==> src/rtl/kp_emu_pkg.sv <==
// Shared definitions for the keypad matrix emulator: state encoding, key fields,
// LFSR taps and the idle row value.
package kp_emu_pkg;

    typedef enum logic [2:0] {
        StIdle        = 3'd0,
        StPressBounce = 3'd1,
        StHold        = 3'd2,
        StRelBounce   = 3'd3,
        StGap         = 3'd4
    } state_e;

    localparam int unsigned KEY_ROW_MSB = 3;
    localparam int unsigned KEY_ROW_LSB = 2;
    localparam int unsigned KEY_COL_MSB = 1;
    localparam int unsigned KEY_COL_LSB = 0;

    localparam logic [15:0] LFSR_TAPS = 16'hB400;
    localparam logic [3:0]  ROW_IDLE  = 4'b1111;

    // Galois LFSR, shift right; never reaches zero from a non-zero state.
    function automatic logic [15:0] lfsr_step(input logic [15:0] v);
        return {1'b0, v[15:1]} ^ (v[0] ? LFSR_TAPS : 16'h0000);
    endfunction

endpackage

==> src/rtl/kp_bounce_timer.sv <==
// Pseudo-random bounce interval timer: each load takes the next interval from the
// LFSR and advances it; expire marks the last cycle of the interval.
module kp_bounce_timer
    import kp_emu_pkg::*;
#(
    parameter int unsigned BOUNCE_MAX_LOG2 = 4,
    parameter logic [15:0] LFSR_SEED       = 16'hACE1
) (
    input  logic clk,
    input  logic resetn,
    input  logic load,
    input  logic enable,
    output logic expire
);

    localparam logic [BOUNCE_MAX_LOG2-1:0] CNT_ONE = 1;

    logic [15:0]                lfsr_q;
    logic [BOUNCE_MAX_LOG2-1:0] cnt_q;

    always_ff @(posedge clk or negedge resetn) begin
        if (!resetn) begin
            lfsr_q <= LFSR_SEED;
            cnt_q  <= '0;
        end else if (load) begin
            cnt_q  <= lfsr_q[BOUNCE_MAX_LOG2-1:0];
            lfsr_q <= lfsr_step(lfsr_q);
        end else if (enable && (cnt_q != '0)) begin
            cnt_q <= cnt_q - CNT_ONE;
        end
    end

    // A loaded value v gives an interval of v+1 cycles.
    assign expire = enable && (cnt_q == '0);

endmodule

==> src/rtl/keypad_matrix_emulator.sv <==
// Emulates one 4x4 keypad key with programmable hold time and LFSR-driven contact
// bounce, answering the scanner's active-low column drive on the row lines.
module keypad_matrix_emulator
    import kp_emu_pkg::*;
#(
    parameter int unsigned BOUNCE_EDGES    = 4,
    parameter int unsigned BOUNCE_MAX_LOG2 = 4,
    parameter int unsigned GAP_CYCLES      = 8,
    parameter logic [15:0] LFSR_SEED       = 16'hACE1
) (
    input  logic        clk,
    input  logic        resetn,
    input  logic [3:0]  col_in,
    output logic [3:0]  row_out,
    input  logic        cmd_valid,
    output logic        cmd_ready,
    input  logic [3:0]  cmd_key,
    input  logic [15:0] cmd_hold,
    input  logic        cmd_bounce,
    input  logic        abort,
    output logic        busy,
    output logic        done,
    output logic        contact
);

    localparam bit          HAS_BOUNCE = (BOUNCE_EDGES != 0);
    localparam logic [7:0]  EDGES_INIT = 8'(BOUNCE_EDGES);
    localparam logic [15:0] GAP_LOAD   = 16'(GAP_CYCLES - 1);

    state_e      state_q, state_d;
    logic        contact_q, contact_d;
    logic [15:0] cnt_q, cnt_d;
    logic [7:0]  edges_q, edges_d;
    logic [3:0]  key_q;
    logic [15:0] hold_q;
    logic        bounce_q;
    logic        accept;
    logic        tmr_load, tmr_enable, tmr_expire;

    // Hold of 0 behaves as 1; the counter counts down to zero inclusive.
    function automatic logic [15:0] hold_load(input logic [15:0] h);
        return (h == 16'd0) ? 16'd0 : h - 16'd1;
    endfunction

    assign accept     = cmd_valid && (state_q == StIdle);
    assign tmr_enable = (state_q == StPressBounce) || (state_q == StRelBounce);

    kp_bounce_timer #(
        .BOUNCE_MAX_LOG2 (BOUNCE_MAX_LOG2),
        .LFSR_SEED       (LFSR_SEED)
    ) u_timer (
        .clk    (clk),
        .resetn (resetn),
        .load   (tmr_load),
        .enable (tmr_enable),
        .expire (tmr_expire)
    );

    always_ff @(posedge clk or negedge resetn) begin
        if (!resetn) begin
            state_q   <= StIdle;
            contact_q <= 1'b0;
            cnt_q     <= '0;
            edges_q   <= '0;
            key_q     <= '0;
            hold_q    <= '0;
            bounce_q  <= 1'b0;
        end else begin
            state_q   <= state_d;
            contact_q <= contact_d;
            cnt_q     <= cnt_d;
            edges_q   <= edges_d;
            if (accept) begin
                key_q    <= cmd_key;
                hold_q   <= cmd_hold;
                bounce_q <= cmd_bounce;
            end
        end
    end

    always_comb begin
        state_d   = state_q;
        contact_d = contact_q;
        cnt_d     = cnt_q;
        edges_d   = edges_q;
        tmr_load  = 1'b0;
        case (state_q)
            StIdle: begin
                if (accept) begin
                    contact_d = 1'b1;
                    if (cmd_bounce && HAS_BOUNCE) begin
                        state_d  = StPressBounce;
                        edges_d  = EDGES_INIT;
                        tmr_load = 1'b1;
                    end else begin
                        state_d = StHold;
                        cnt_d   = hold_load(cmd_hold);
                    end
                end
            end
            StPressBounce, StRelBounce: begin
                if (tmr_expire) begin
                    contact_d = ~contact_q;
                    edges_d   = edges_q - 8'd1;
                    if (edges_q == 8'd1) begin
                        if (state_q == StPressBounce) begin
                            state_d = StHold;
                            cnt_d   = hold_load(hold_q);
                        end else begin
                            state_d = StGap;
                            cnt_d   = GAP_LOAD;
                        end
                    end else begin
                        tmr_load = 1'b1;
                    end
                end
            end
            StHold: begin
                if (cnt_q == 16'd0) begin
                    contact_d = 1'b0;
                    if (bounce_q && HAS_BOUNCE) begin
                        state_d  = StRelBounce;
                        edges_d  = EDGES_INIT;
                        tmr_load = 1'b1;
                    end else begin
                        state_d = StGap;
                        cnt_d   = GAP_LOAD;
                    end
                end else begin
                    cnt_d = cnt_q - 16'd1;
                end
            end
            StGap: begin
                if (cnt_q == 16'd0) begin
                    state_d = StIdle;
                end else begin
                    cnt_d = cnt_q - 16'd1;
                end
            end
            default: state_d = StIdle;
        endcase

        // Abort wins over any interval expiry; GAP and IDLE ignore it.
        if (abort && (state_q inside {StPressBounce, StHold, StRelBounce})) begin
            state_d   = StGap;
            contact_d = 1'b0;
            edges_d   = '0;
            cnt_d     = GAP_LOAD;
            tmr_load  = 1'b0;
        end
    end

    always_comb begin
        cmd_ready = (state_q == StIdle);
        busy      = (state_q != StIdle);
        done      = (state_q == StGap) && (cnt_q == 16'd0);
        contact   = contact_q;
        row_out   = ROW_IDLE;
        if (contact_q && !col_in[key_q[KEY_COL_MSB:KEY_COL_LSB]]) begin
            row_out[key_q[KEY_ROW_MSB:KEY_ROW_LSB]] = 1'b0;
        end
    end

endmodule

==> config.mk <==
export PLATFORM = sky130hd
export DESIGN_NAME = keypad_matrix_emulator
export DESIGN_NICKNAME = d
export VERILOG_FILES = /design/src/rtl/kp_emu_pkg.sv /design/src/rtl/kp_bounce_timer.sv /design/src/rtl/keypad_matrix_emulator.sv
export SDC_FILE = /design/constraint.sdc
export NUM_CORES = 1
export LEC_CHECK = 0
export CAP_MARGIN = 20
export CORE_MARGIN = 2
export CORE_UTILIZATION = 60
export CTS_CLUSTER_DIAMETER = 40
export DETAILED_ROUTE_END_ITERATION = 10
export PLACE_DENSITY = 0.91
export SETUP_SLACK_MARGIN = 0.3
export SLEW_MARGIN = 0
export SYNTH_ARGS = -nofsm -noshare
export SYNTH_HDL_FRONTEND = slang
export SYNTH_SLANG_ARGS = --single-unit
==> constraint.sdc <==
create_clock -name clk -period 6 [get_ports clk]
set_clock_uncertainty 0.1 [all_clocks]
set_input_delay 0.9 -clock clk [delete_from_list [all_inputs] [get_ports clk]]
set_output_delay 0.9 -clock clk [all_outputs]
set_load 0.01 [all_outputs]
Figure 1. Zoomed window.
Region (58, 58) to (78, 78) um. Cells in grey, sequential cells in the stronger grey; small squares are vias.
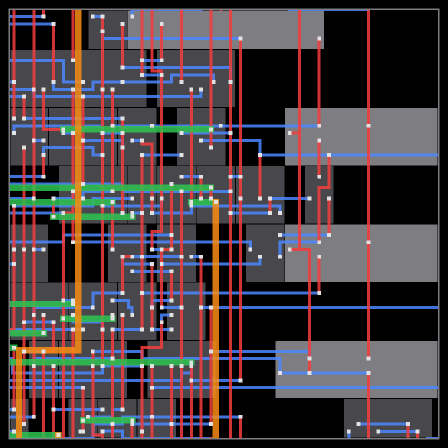
| layer | colour |
|---|---|
| M3 | green |
| M2 | red |
| M1 | blue |
| M4 | orange |
sequential cells in the window: 4
netlist names of flops here include: `cnt_q` (4)
cells with their middle in the window: 33
most frequent: nor3_1 (9)

Figure 2. Signal wires by layer.
Drawn at 6 px/um. Two of the layers only.
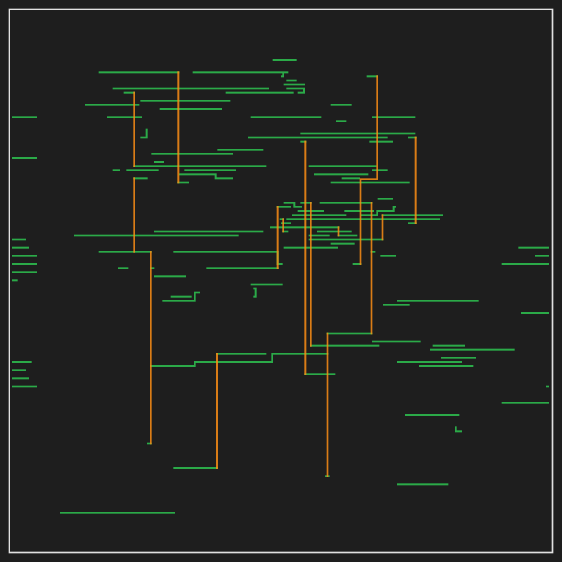
| layer | colour | wire length |
|---|---|---|
| M3 | green | 785 um |
| M4 | orange | 268 um |

Figure 3. Metal 2.
Drawn at 4 px/um. Cells faint in the background.
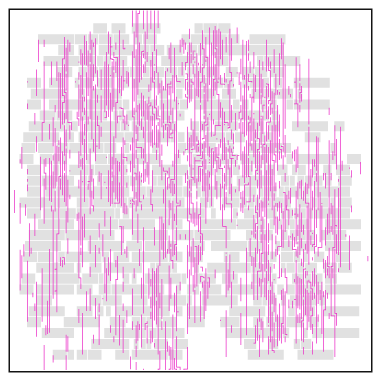
nets with wire on the layer: 483
longest straight run: 35.0 um
wire length on this layer: 4960 um
share of all routed wire: 46%
main direction: vertical

==> results.yml <==
# implementation run metrics
worst_setup_path:
  cpPeakStageDelay_ps: 480
  endpoint: "row_out[0]"
  cpMaxStageDelayCell: "clkdlybuf4s50_1"
  cp_common_cell: "clkdlybuf4s50_1"
  critical_path.max_fanout: 4
  r2r_start: "u_timer.cnt_q[0]"
yosys:
  ys.flop_type: "dfrtp_1"
  floorplan.nets: 520
  yosysTopAreaCellShare_pct: 34.2
  ys_seq_share_pct: 38.9
  post-synth-top-count-cell: "dfrtp_1"
  synthDistinctLibCells: 70
  synth_area_per_cell_sq_um: 9.27
final_timing:
  max_freq_ghz: 0.266
  drv_slew: 0
  fin_crit_sh_pct: 62.8
  tightest_slew_ps: 916
die:
  placementRows: 31
hold_path:
  hold_end: "u_timer.lfsr_q[2]"
cts:
  clk_latency_ps: 350
  cts_hold_buf: 0
final_layout:
  diodes: 0
status:
  outcome: "complete, no violations"
==> kinds of logic after synthesis <==
logic type / after synthesis / share of synthesized area (%)
AND-OR/OR-AND: 119 / 18.9
XOR/XNOR: 30 / 5.88
adder cells (fa/ha/maj): 9 / 2.52
buffers and inverters: 45 / 4.09
flip-flops: 69 / 38.9
multiplexers: 34 / 8.77
AND/OR/NAND/NOR: 176 / 21.0
==> final cells by class <==
type | instances | area (sq um)
sequential | 69 | 1740
tap | 99 | 124
timing repair buffer | 40 | 383
fill | 566 | 2130
inverter | 24 | 90.1
multi-input combinational | 368 | 2550
clock inverter | 6 | 71.3
clock buffer | 10 | 128
==> metal layers <==
| metal | wire (um) | vias to the layer above | track usage (%) | share of wire [%] |
|---|---|---|---|---|
| met2 | 4960 | 188 | 41.5 | 46 |
| met1 | 4850 | 1880 | 39.9 | 45 |
| met5 | 0 | - | 0 | 0 |
| li1 | - | 1857 | - | - |
| met4 | 267 | 0 | 11.2 | 2.5 |
| met3 | 784 | 34 | 4.76 | 7.2 |
==> critical path, delay by kind of cell <==
kind                   cells  cell delay (ps)
buffers and inverters      2              890
and+or+nand+nor            2              500
muxes                      1              470
==> stage by stage <==
step,cell area (sq um),setup WS (ps),instances,hold slack (ps)
after CTS,5070,2220,615,393
after global routing,5080,2120,616,417
after floorplan,4470,2980,482,346
final,5080,2230,616,393
after global placement,4880,2160,599,362
after detailed placement,4880,2000,599,375
==> power by group through the flow <==
stage	clock network [mW]	registers (mW)	logic, mW
finish	0.388	0.941	1.28
global route	0.417	0.973	1.41
CTS	0.392	0.931	1.26
detailed placement	0	0.940	1.25
global placement	0	0.925	1.20
floorplan	0	0.844	1.00
Power is estimated from default activity; no workload was simulated.
